Figure 1. Placed cells, one colour a class (run 1).
Fill, decap, tap and diode cells in grey.
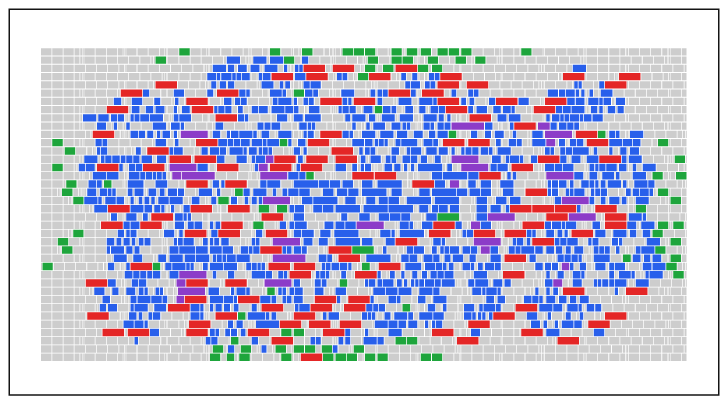
Figure 2. Routed metal per tile (run 1).
23 x 13 tiles, from dark blue (low) to red (high), scaled to the fullest tile. Values are wire area over tile area, all layers added.
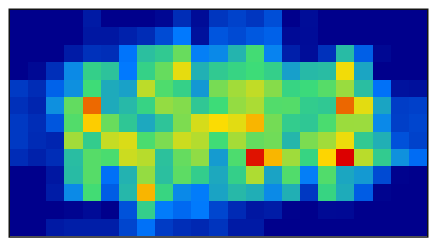
Figure 3. Floorplan with the power grid (run 1).
Scale bar: 50 µm. Pins as bars on the die edge. Tap cells in grey.
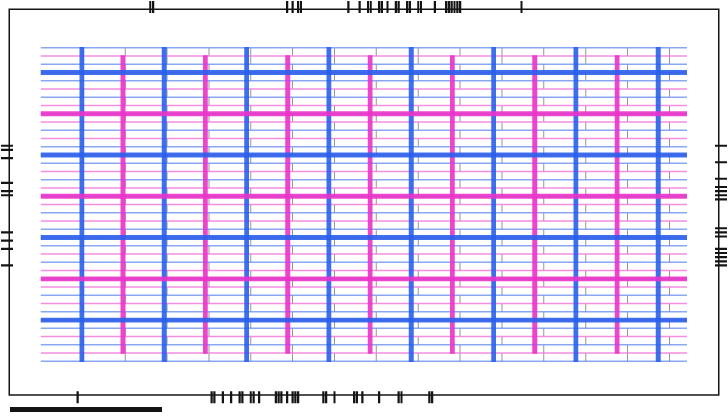
[config.mk]
export PLATFORM = sky130hd
export DESIGN_NAME = band_meter
export DESIGN_NICKNAME = d
export VERILOG_FILES = /design/src/rtl/band_meter_pkg.sv /design/src/rtl/band_tracker.sv /design/src/rtl/band_meter.sv
export SDC_FILE = /design/constraint.sdc
export NUM_CORES = 1
export LEC_CHECK = 0
export CAP_MARGIN = 20
export CORE_ASPECT_RATIO = 0.5
export CORE_MARGIN = 10
export CORE_UTILIZATION = 45
export CTS_CLUSTER_SIZE = 24
export DETAILED_ROUTE_END_ITERATION = 10
export PLACE_DENSITY = 0.67
export SYNTH_ARGS = -nofsm -noshare
export SYNTH_HDL_FRONTEND = slang
export SYNTH_HIERARCHICAL = 1
export SYNTH_SLANG_ARGS = --single-unit
[constraint.sdc]
create_clock -name clock -period 3.7 [get_ports clock]
set_input_delay 0.74 -clock clock [delete_from_list [all_inputs] [get_ports clock]]
set_output_delay 0.74 -clock clock [all_outputs]
set_load 0.005 [all_outputs]
[src/rtl/band_meter_pkg.sv]
// Shared constants, types and helpers for the band_meter spectrum-bar ballistics block.
package band_meter_pkg;

   localparam int NUM_BANDS  = 7;
   localparam int LEVEL_W    = 8;
   localparam int BAND_IDX_W = 3;

   typedef logic [BAND_IDX_W-1:0] band_idx_t;
   typedef logic [LEVEL_W-1:0]    level_t;

   typedef enum logic [0:0] {
      ST_IDLE = 1'b0,
      ST_SCAN = 1'b1
   } scan_state_t;

   localparam band_idx_t LAST_IDX = band_idx_t'(NUM_BANDS - 1);

   // Subtract one extra bit wide so an underflow shows up as a borrow and clamps to zero.
   function automatic level_t sat_sub(input level_t a, input level_t b);
      logic [LEVEL_W:0] diff;
      diff = {1'b0, a} - {1'b0, b};
      if (diff[LEVEL_W]) begin
         return {LEVEL_W{1'b0}};
      end else begin
         return diff[LEVEL_W-1:0];
      end
   endfunction

endpackage

[src/rtl/band_tracker.sv]
// One band's attack/hold/decay ballistics; peak-dot logic only with BAND_METER_PEAK_DOT_EN.
module band_tracker
   import band_meter_pkg::*;
#(
   parameter int DECAY_STEP = 4,
   parameter int HOLD_TICKS = 50
`ifdef BAND_METER_PEAK_DOT_EN
  ,parameter int PEAK_HOLD_TICKS = 100
`endif
) (
   input  logic               clock,
   input  logic               reset_n,
   input  logic               ready,
   input  logic               decay_tick,
   input  logic [LEVEL_W-1:0] freq,
   output logic [LEVEL_W-1:0] level,
   output logic [LEVEL_W-1:0] peak
);

   localparam int HOLD_W = (HOLD_TICKS > 0) ? $clog2(HOLD_TICKS + 1) : 1;

   level_t             level_q, level_d;
   logic [HOLD_W-1:0]  hold_q, hold_d;

   // Level/hold next state: attack beats a coincident decay tick.
   always_comb begin
      level_d = level_q;
      hold_d  = hold_q;
      if (ready) begin
         if (freq >= level_q) begin
            level_d = freq;
            hold_d  = HOLD_W'(HOLD_TICKS);
         end else if (decay_tick && (hold_q != {HOLD_W{1'b0}})) begin
            hold_d  = hold_q - HOLD_W'(1);
         end else if (decay_tick) begin
            level_d = sat_sub(level_q, LEVEL_W'(DECAY_STEP));
         end else begin
            level_d = level_q;
            hold_d  = hold_q;
         end
      end else begin
         level_d = level_q;
         hold_d  = hold_q;
      end
   end

   // Level/hold state registers.
   always_ff @(posedge clock) begin
      if (!reset_n) begin
         level_q <= {LEVEL_W{1'b0}};
         hold_q  <= {HOLD_W{1'b0}};
      end else begin
         level_q <= level_d;
         hold_q  <= hold_d;
      end
   end

   assign level = level_q;

`ifdef BAND_METER_PEAK_DOT_EN
   localparam int PCNT_W = (PEAK_HOLD_TICKS > 0) ? $clog2(PEAK_HOLD_TICKS + 1) : 1;

   level_t             peak_q, peak_d;
   logic [PCNT_W-1:0]  peak_cnt_q, peak_cnt_d;

   // Peak dot falls straight onto the freshly updated level once its hold expires.
   always_comb begin
      peak_d     = peak_q;
      peak_cnt_d = peak_cnt_q;
      if (ready && (freq >= peak_q)) begin
         peak_d     = freq;
         peak_cnt_d = PCNT_W'(PEAK_HOLD_TICKS);
      end else if (decay_tick && (peak_cnt_q != {PCNT_W{1'b0}})) begin
         peak_cnt_d = peak_cnt_q - PCNT_W'(1);
      end else if (decay_tick) begin
         peak_d     = level_d;
      end else begin
         peak_d     = peak_q;
         peak_cnt_d = peak_cnt_q;
      end
   end

   // Peak state registers.
   always_ff @(posedge clock) begin
      if (!reset_n) begin
         peak_q     <= {LEVEL_W{1'b0}};
         peak_cnt_q <= {PCNT_W{1'b0}};
      end else begin
         peak_q     <= peak_d;
         peak_cnt_q <= peak_cnt_d;
      end
   end

   assign peak = peak_q;
`else
   assign peak = level_q;
`endif

endmodule

[src/rtl/band_meter.sv]
// Seven-band meter ballistics plus a 7-beat serial scan per sample for the bar renderer.
// Optional peak dots are enabled by defining BAND_METER_PEAK_DOT_EN.
module band_meter
   import band_meter_pkg::*;
#(
   parameter int DECAY_DIV       = 480,
   parameter int DECAY_STEP      = 4,
   parameter int HOLD_TICKS      = 50,
   parameter int PEAK_HOLD_TICKS = 100
) (
   input  logic                  clock,
   input  logic                  reset_n,
   input  logic                  ready,
   input  logic [LEVEL_W-1:0]    freq1,
   input  logic [LEVEL_W-1:0]    freq2,
   input  logic [LEVEL_W-1:0]    freq3,
   input  logic [LEVEL_W-1:0]    freq4,
   input  logic [LEVEL_W-1:0]    freq5,
   input  logic [LEVEL_W-1:0]    freq6,
   input  logic [LEVEL_W-1:0]    freq7,
   output logic                  band_valid,
   output logic [BAND_IDX_W-1:0] band_sel,
   output logic [LEVEL_W-1:0]    band_level,
   output logic [LEVEL_W-1:0]    peak_level,
   output logic                  frame_done
);

   localparam int PRE_W = (DECAY_DIV > 1) ? $clog2(DECAY_DIV) : 1;
   localparam int SLOTS = 2 ** BAND_IDX_W;
   // A nonsensical configuration freezes decay instead of producing garbage ballistics.
   localparam bit CFG_OK = (DECAY_DIV >= 1) && (DECAY_STEP >= 0) && (HOLD_TICKS >= 0)
                           && (PEAK_HOLD_TICKS >= 0);

   level_t              freq_s  [NUM_BANDS];
   level_t              level_s [SLOTS];
   level_t              peak_s  [SLOTS];

   logic [PRE_W-1:0]    pre_cnt_q, pre_cnt_d;
   logic                pre_last_s;
   logic                decay_tick_s;

   scan_state_t         state_q;
   band_idx_t           idx_q;
   logic                pending_q;
   logic                band_valid_q;
   band_idx_t           band_sel_q;
   level_t              band_level_q;
   level_t              peak_level_q;
   logic                frame_done_q;

   assign freq_s[0] = freq1;
   assign freq_s[1] = freq2;
   assign freq_s[2] = freq3;
   assign freq_s[3] = freq4;
   assign freq_s[4] = freq5;
   assign freq_s[5] = freq6;
   assign freq_s[6] = freq7;

   assign pre_last_s   = (pre_cnt_q == PRE_W'(DECAY_DIV - 1));
   assign decay_tick_s = CFG_OK && ready && pre_last_s;

   // Decay prescaler next state: counts ready strobes only.
   always_comb begin
      pre_cnt_d = pre_cnt_q;
      if (ready) begin
         if (pre_last_s) begin
            pre_cnt_d = {PRE_W{1'b0}};
         end else begin
            pre_cnt_d = pre_cnt_q + PRE_W'(1);
         end
      end else begin
         pre_cnt_d = pre_cnt_q;
      end
   end

   // Decay prescaler register.
   always_ff @(posedge clock) begin
      if (!reset_n) begin
         pre_cnt_q <= {PRE_W{1'b0}};
      end else begin
         pre_cnt_q <= pre_cnt_d;
      end
   end

   // Unused index slots read as zero so the scan mux never indexes out of range.
   for (genvar b = 0; b < SLOTS; b++) begin : g_band
      if (b < NUM_BANDS) begin : g_trk
         band_tracker #(
            .DECAY_STEP      (DECAY_STEP),
            .HOLD_TICKS      (HOLD_TICKS)
`ifdef BAND_METER_PEAK_DOT_EN
           ,.PEAK_HOLD_TICKS (PEAK_HOLD_TICKS)
`endif
         ) u_trk (
            .clock      (clock),
            .reset_n    (reset_n),
            .ready      (ready),
            .decay_tick (decay_tick_s),
            .freq       (freq_s[b]),
            .level      (level_s[b]),
            .peak       (peak_s[b])
         );
      end else begin : g_pad
         assign level_s[b] = {LEVEL_W{1'b0}};
         assign peak_s[b]  = {LEVEL_W{1'b0}};
      end
   end

   // Scan FSM with registered beat outputs; a ready during a scan queues exactly one more scan.
   always_ff @(posedge clock) begin
      if (!reset_n) begin
         state_q      <= ST_IDLE;
         idx_q        <= {BAND_IDX_W{1'b0}};
         pending_q    <= 1'b0;
         band_valid_q <= 1'b0;
         band_sel_q   <= {BAND_IDX_W{1'b0}};
         band_level_q <= {LEVEL_W{1'b0}};
         peak_level_q <= {LEVEL_W{1'b0}};
         frame_done_q <= 1'b0;
      end else begin
         case (state_q)
            ST_IDLE: begin
               band_valid_q <= 1'b0;
               frame_done_q <= 1'b0;
               pending_q    <= 1'b0;
               if (ready) begin
                  state_q <= ST_SCAN;
                  idx_q   <= {BAND_IDX_W{1'b0}};
               end else begin
                  state_q <= ST_IDLE;
               end
            end
            ST_SCAN: begin
               band_valid_q <= 1'b1;
               band_sel_q   <= idx_q;
               band_level_q <= level_s[idx_q];
               peak_level_q <= peak_s[idx_q];
               if (idx_q == LAST_IDX) begin
                  frame_done_q <= 1'b1;
                  idx_q        <= {BAND_IDX_W{1'b0}};
                  pending_q    <= 1'b0;
                  if (pending_q || ready) begin
                     state_q <= ST_SCAN;
                  end else begin
                     state_q <= ST_IDLE;
                  end
               end else begin
                  frame_done_q <= 1'b0;
                  idx_q        <= idx_q + BAND_IDX_W'(1);
                  if (ready) begin
                     pending_q <= 1'b1;
                  end else begin
                     pending_q <= pending_q;
                  end
               end
            end
            default: begin
               state_q      <= ST_IDLE;
               idx_q        <= {BAND_IDX_W{1'b0}};
               pending_q    <= 1'b0;
               band_valid_q <= 1'b0;
               frame_done_q <= 1'b0;
            end
         endcase
      end
   end

   assign band_valid = band_valid_q;
   assign band_sel   = band_sel_q;
   assign band_level = band_level_q;
   assign peak_level = peak_level_q;
   assign frame_done = frame_done_q;

endmodule

==> impl_metrics.tcl, run 1 <==
# yosys + openroad results
set metrics [dict create \
    slowest_stage "sky130_fd_sc_hd__nor4b_1" \
    r2r.worst_path.cells 9 \
    synthMostInstantiatedCell "sky130_fd_sc_hd__dfxtp_1" \
    layoutNonFillerInstCount 1498 \
    timing_worst_slew_pin_value_ns 1.10 \
    postCtsSetupBuffers 0 \
    ctsLongestPathBuffers 2 \
    asyncSetResetFlopFracSynth_pct 0 \
    post_placement_setup_slack_ns 0.516 \
    openroad.warnings 35 \
    cts_hold_repair.buffers 0 \
    fin_tns_setup_ns 0 \
    post_synth_main_area_contributors "sky130_fd_sc_hd__dfxtp_1 26%, sky130_fd_sc_hd__ha_1 9.5%, sky130_fd_sc_hd__mux2i_1 7.2%, sky130_fd_sc_hd__buf_4 4.3%, sky130_fd_sc_hd__nand2_1 4.1%" \
    cp-end-kind "register" \
    critical_path_class "reg -> reg" \
    synth-edff-count 0 \
    placed_cells_incl_taps 1463 \
    finalHoldViolCount 0 \
    number_of_nets_still_failing_antenna_checks_after_routing 0 \
    number_of_library_cell_types_mapped_by_synthesis 56 \
    startpoint_type_of_the_worst_setup_path "register" \
    worst_r2r_startpoint "pre_cnt_q[0]$_SDFFE_PN0P_" \
    critPathCapture "g_band[5].g_trk.u_trk/hold_q[5]$_SDFFE_PN0P_" \
    grt_pass1_wl_um 44400 \
    fin_nets 1319 \
    whs_path_depth 2 \
    tritoncts "done" \
    number_of_antenna_violations_at_the_first_check_in_global_routing 3 \
    share_of_yosys_cell_area_claimed_by_the_top_area_cell_type_pct 26.0 \
    cts.repair.resized 0 \
    reg2reg_slack_ns 0.74 \
    status "complete, no violations" \
    critical_path_cell_count 9 \
    postPlaceCellArea_um2 10800 \
    synth_nets 1330 \
    synth_area_um2 10200 \
    relative_max_transition_margin_pct 26.6 \
    ratio_of_cells_with_drive_above_1_in_the_final_layout_pct 11.0 \
    final-comb-area_um2 6510 \
    power.total_mw 4.49 \
    timing.critical_path.buf_inv 1 \
    maxSlewViolCount 0 \
    yosysChipArea_um2 10200 \
]
About Figure 1:
green -> other buffers and delay cells  # cells 95, share of their area 8.4%
red -> flops  # cells 133, share of their area 24%
purple -> clock drivers and dummy loads  # cells 32, share of their area 5.6%
blue -> all other logic  # cells 935, share of their area 62%
sequential fraction of total cell area: 23.3%
site row count: 38
core footprint: 22,000 µm²

About Figure 2:
densest ninth of the die = centre
nearly empty tiles = 23%
tiles over half the peak = 24%
fullest tile = 0.50
routed via count: 8,933
WL final: 26,800 µm
Wirelength per Cell: 17.9 µm
overall track demand over capacity in global routing: 18.1%

About Figure 3:
blue -> VSS
magenta -> VDD
rows = 38
met1 rails = 39
highest ir drop seen on vdd: 0.000240 V
Die X: 233 µm
die boundary height: 127 µm

## run 1: routing by layer
metal	global-route usage, %	part of all wire (%)	vias to the layer above	wire length, µm
li1	-	-	4339	-
met1	24.9	48	4326	12900
met2	28.6	45	248	12100
met3	3.16	5.4	20	1430
met4	4.63	0.92	0	246
met5	0	0	-	0
## run 1: through the flow
step | hold slack, ns | util (%)
after floorplan | 0.450 | -
after global placement | 0.463 | 49.0
after detailed placement | 0.468 | 49.0
after CTS | 0.480 | 51.8
after global routing | 0.515 | 51.8
final | 0.491 | 51.8
## run 1: logic make-up after synthesis
logic type	Yosys count	share of synthesized area, %
adders and majority gates	78	9.53
muxes	99	11.7
xor gates and xnor gates	4	0.342
and+or+nand+nor	366	20.9
buffers and inverters	206	10.6
AOI/OAI and AO/OA	307	21.0
DFF	133	26.0
## run 1: layout make-up
| cell class | instances | area share, % |
|---|---|---|
| tap | 300 | 3.29 |
| multi-input combinational | 854 | 57.1 |
| clock inverter | 15 | 1.70 |
| clock buffer | 17 | 3.73 |
| sequential | 133 | 23.3 |
| antenna | 3 | 0.0658 |
| inverter | 81 | 2.66 |
| timing repair buffer | 95 | 8.16 |
## run 1: layout by cell type, fill, tap and decap left out, types with 10 or more instances in the layout
cell type / count
sky130_fd_sc_hd__dfxtp_1: 132
sky130_fd_sc_hd__nand2_1: 113
sky130_fd_sc_hd__inv_1: 81
sky130_fd_sc_hd__ha_1: 78
sky130_fd_sc_hd__clkdlybuf4s50_1: 77
sky130_fd_sc_hd__mux2i_1: 74
sky130_fd_sc_hd__o22ai_1: 49
sky130_fd_sc_hd__a21boi_0: 42
sky130_fd_sc_hd__o21ai_0: 41
sky130_fd_sc_hd__a21oi_1: 38
sky130_fd_sc_hd__nor3_1: 29
sky130_fd_sc_hd__o21a_1: 28
sky130_fd_sc_hd__nand3_1: 25
sky130_fd_sc_hd__nand4_1: 25
sky130_fd_sc_hd__nand2b_1: 23
sky130_fd_sc_hd__nor2_1: 18
sky130_fd_sc_hd__clkbuf_16: 17
sky130_fd_sc_hd__mux4_2: 16
sky130_fd_sc_hd__buf_4: 16
sky130_fd_sc_hd__o21ai_1: 15
sky130_fd_sc_hd__and2_1: 14
sky130_fd_sc_hd__nor4b_1: 14
sky130_fd_sc_hd__and3_1: 14
sky130_fd_sc_hd__o211a_1: 14
sky130_fd_sc_hd__nand2b_2: 12
sky130_fd_sc_hd__or3_1: 10
## run 1: tightest hold or removal path: stages (launching register included)
cell and delay, ns:
sky130_fd_sc_hd__dfxtp_1 0.31, sky130_fd_sc_hd__nor2_1 0.09, sky130_fd_sc_hd__nor3_1 0.05
## run 1: power by group
group | switching [mW] | internal [mW] | total (mW)
clock | 0.725 | 1.08 | 1.80
combinational | 0.555 | 0.466 | 1.02
sequential | 0.138 | 1.53 | 1.67
total | 1.42 | 3.07 | 4.49
## run 1: state kept, by name, indices dropped and copies added, names as in the netlist
name / count
g_band.g_trk.u_trk/level: 56
g_band.g_trk.u_trk/hold_q: 42
pre_cnt_q: 9
band_level: 8
peak_level: 8
band_sel: 3
idx_q: 3
band_valid: 1
frame_done: 1
pending_q: 1
state_q: 1
--- run 2 (diff from run 1) ---
--- a/config.mk
+++ b/config.mk
@@ -11,7 +11,6 @@
 export CORE_UTILIZATION = 45
 export CTS_CLUSTER_SIZE = 24
 export DETAILED_ROUTE_END_ITERATION = 10
-export PLACE_DENSITY = 0.67
 export SYNTH_ARGS = -nofsm -noshare
 export SYNTH_HDL_FRONTEND = slang
 export SYNTH_HIERARCHICAL = 1
==> constraint.sdc (replaced) <==
create_clock -name clock -period 2.91 [get_ports clock]
set_input_delay 0.582 -clock clock [delete_from_list [all_inputs] [get_ports clock]]
set_output_delay 0.582 -clock clock [all_outputs]
set_load 0.005 [all_outputs]
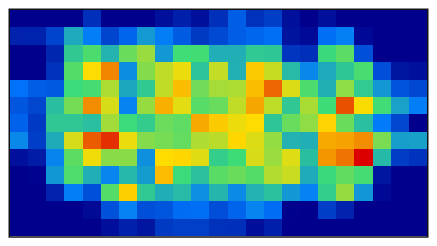
Figure 4: run 2, routed metal per tile.
23 x 13 tiles, from dark blue (low) to red (high), scaled to the fullest tile. Values are wire area over tile area, all layers added.
nearly empty tiles = 19%
densest ninth of the die = centre
fullest tile = 0.42
mean over tiles = 0.14
Wirelength per Cell: 17.7 µm
routed via count: 8,819
overall track demand over capacity in global routing: 18.1%
WL final: 26,700 µm

==> impl_metrics.tcl, run 2 <==
# yosys + openroad results
set metrics [dict create \
    r2r.worst_path.cells 10 \
    reg2reg_slack_ns 0.33 \
    ctsLongestPathBuffers 2 \
    openroad.warnings 35 \
    relative_max_transition_margin_pct 36.4 \
    die_width_um 233 \
    maxSlewViolCount 0 \
    fin_tns_setup_ns 0 \
    n_antenna_cell 0 \
    finalHoldViolCount 0 \
    status "complete, no violations" \
    postCtsSetupBuffers 0 \
    synth-edff-count 0 \
    yosys-mux-area-fraction_pct 11.7 \
    yosysChipArea_um2 10200 \
    asyncSetResetFlopFracSynth_pct 0 \
    sequentialPowerShare_pct 36.9 \
    fp.dieH_um 127 \
    number_of_antenna_violations_at_the_first_check_in_global_routing 0 \
    worst_r2r_startpoint "pre_cnt_q[0]$_SDFFE_PN0P_" \
    fin_nets 1334 \
    tritoncts "done" \
    synth_nets 1330 \
    cellInternalPower_mw 4.06 \
    switching_share_pct 29.7 \
    grt_pass1_wl_um 44000 \
    number_of_library_cell_types_mapped_by_synthesis 56 \
    p_clk_share_pct 40.3 \
]
[run 2: cell counts after synthesis]
Identical to the previous run, type by type.
[run 2: area by class of cell]
class | instances | area (µm²) | share of cell area (%)
multi-input combinational | 854 | 6520 | 56.4
sequential | 133 | 2660 | 23.1
timing repair buffer | 110 | 1070 | 9.25
clock buffer | 22 | 474 | 4.10
tap | 300 | 375 | 3.25
inverter | 81 | 304 | 2.63
clock inverter | 9 | 150 | 1.30
[run 2: power groups by stage]
stage	clock network (mW)	logic, mW	registers, mW
finish	2.32	1.32	2.13
global route	2.45	1.47	2.15
CTS	2.37	1.31	2.12
detailed placement	0	1.31	2.16
global placement	0	1.28	2.15
floorplan	0	1.02	2.09
[run 2: how the worst max path moves through the flow]
stage | start | endpoint | depth (start not counted)
final | pre_cnt_q[0]$_SDFFE_PN0P_ | g_band[2].g_trk.u_trk/hold_q[5]$_SDFFE_PN0P_ | 10
after global routing | pre_cnt_q[0]$_SDFFE_PN0P_ | g_band[4].g_trk.u_trk/hold_q[5]$_SDFFE_PN0P_ | 10
after CTS | pre_cnt_q[0]$_SDFFE_PN0P_ | g_band[5].g_trk.u_trk/hold_q[5]$_SDFFE_PN0P_ | 9
after detailed placement | freq4[5] | g_band[3].g_trk.u_trk/hold_q[5]$_SDFFE_PN0P_ | 8
after global placement | freq3[5] | g_band[2].g_trk.u_trk/hold_q[2]$_SDFFE_PN0P_ | 7
after floorplan | ready | g_band[0].g_trk.u_trk/hold_q[5]$_SDFFE_PN0P_ | 8
[run 2: logic make-up after synthesis]
| logic type | count (synthesis) |
|---|---|
| and+or+nand+nor | 366 |
| buffers and inverters | 206 |
| muxes | 99 |
| AOI/OAI and AO/OA | 307 |
| xor gates and xnor gates | 4 |
| DFF | 133 |
| adders and majority gates | 78 |
[run 2: tightest hold or removal path, stage by stage (launching register included)]
cell,delay [ns]
sky130_fd_sc_hd__dfxtp_1,0.32
sky130_fd_sc_hd__nand2_1,0.05
sky130_fd_sc_hd__o32ai_1,0.06
[run 2: metrics by stage]
step	hold slack [ns]	utilization [%]	std cells	cell area, µm²	power [mW]
after floorplan	0.450	-	1193	10300	3.10
after global placement	0.461	49.6	1478	10900	3.44
after detailed placement	0.475	49.6	1478	10900	3.47
after CTS	0.487	52.5	1509	11500	5.80
after global routing	0.509	52.5	1509	11600	6.06
final	0.486	52.5	1509	11600	5.77
[run 2: repair_timing]
| item | in CTS | in global routing |
|---|---|---|
| setup endpoints to repair | 0 | 1 |
| resized | 0 | 1 |
| hold buffers | 0 | 0 |
[run 2: routing by layer]
layer / routed length [µm] / vias up / global-route usage, %
li1: - / 4381 / -
met1: 13300 / 4222 / 24.8
met2: 11700 / 193 / 27.9
met3: 1310 / 23 / 4.27
met4: 340 / 0 / 4.97
met5: 0 / - / 0
Power is estimated from default activity; no workload was simulated.
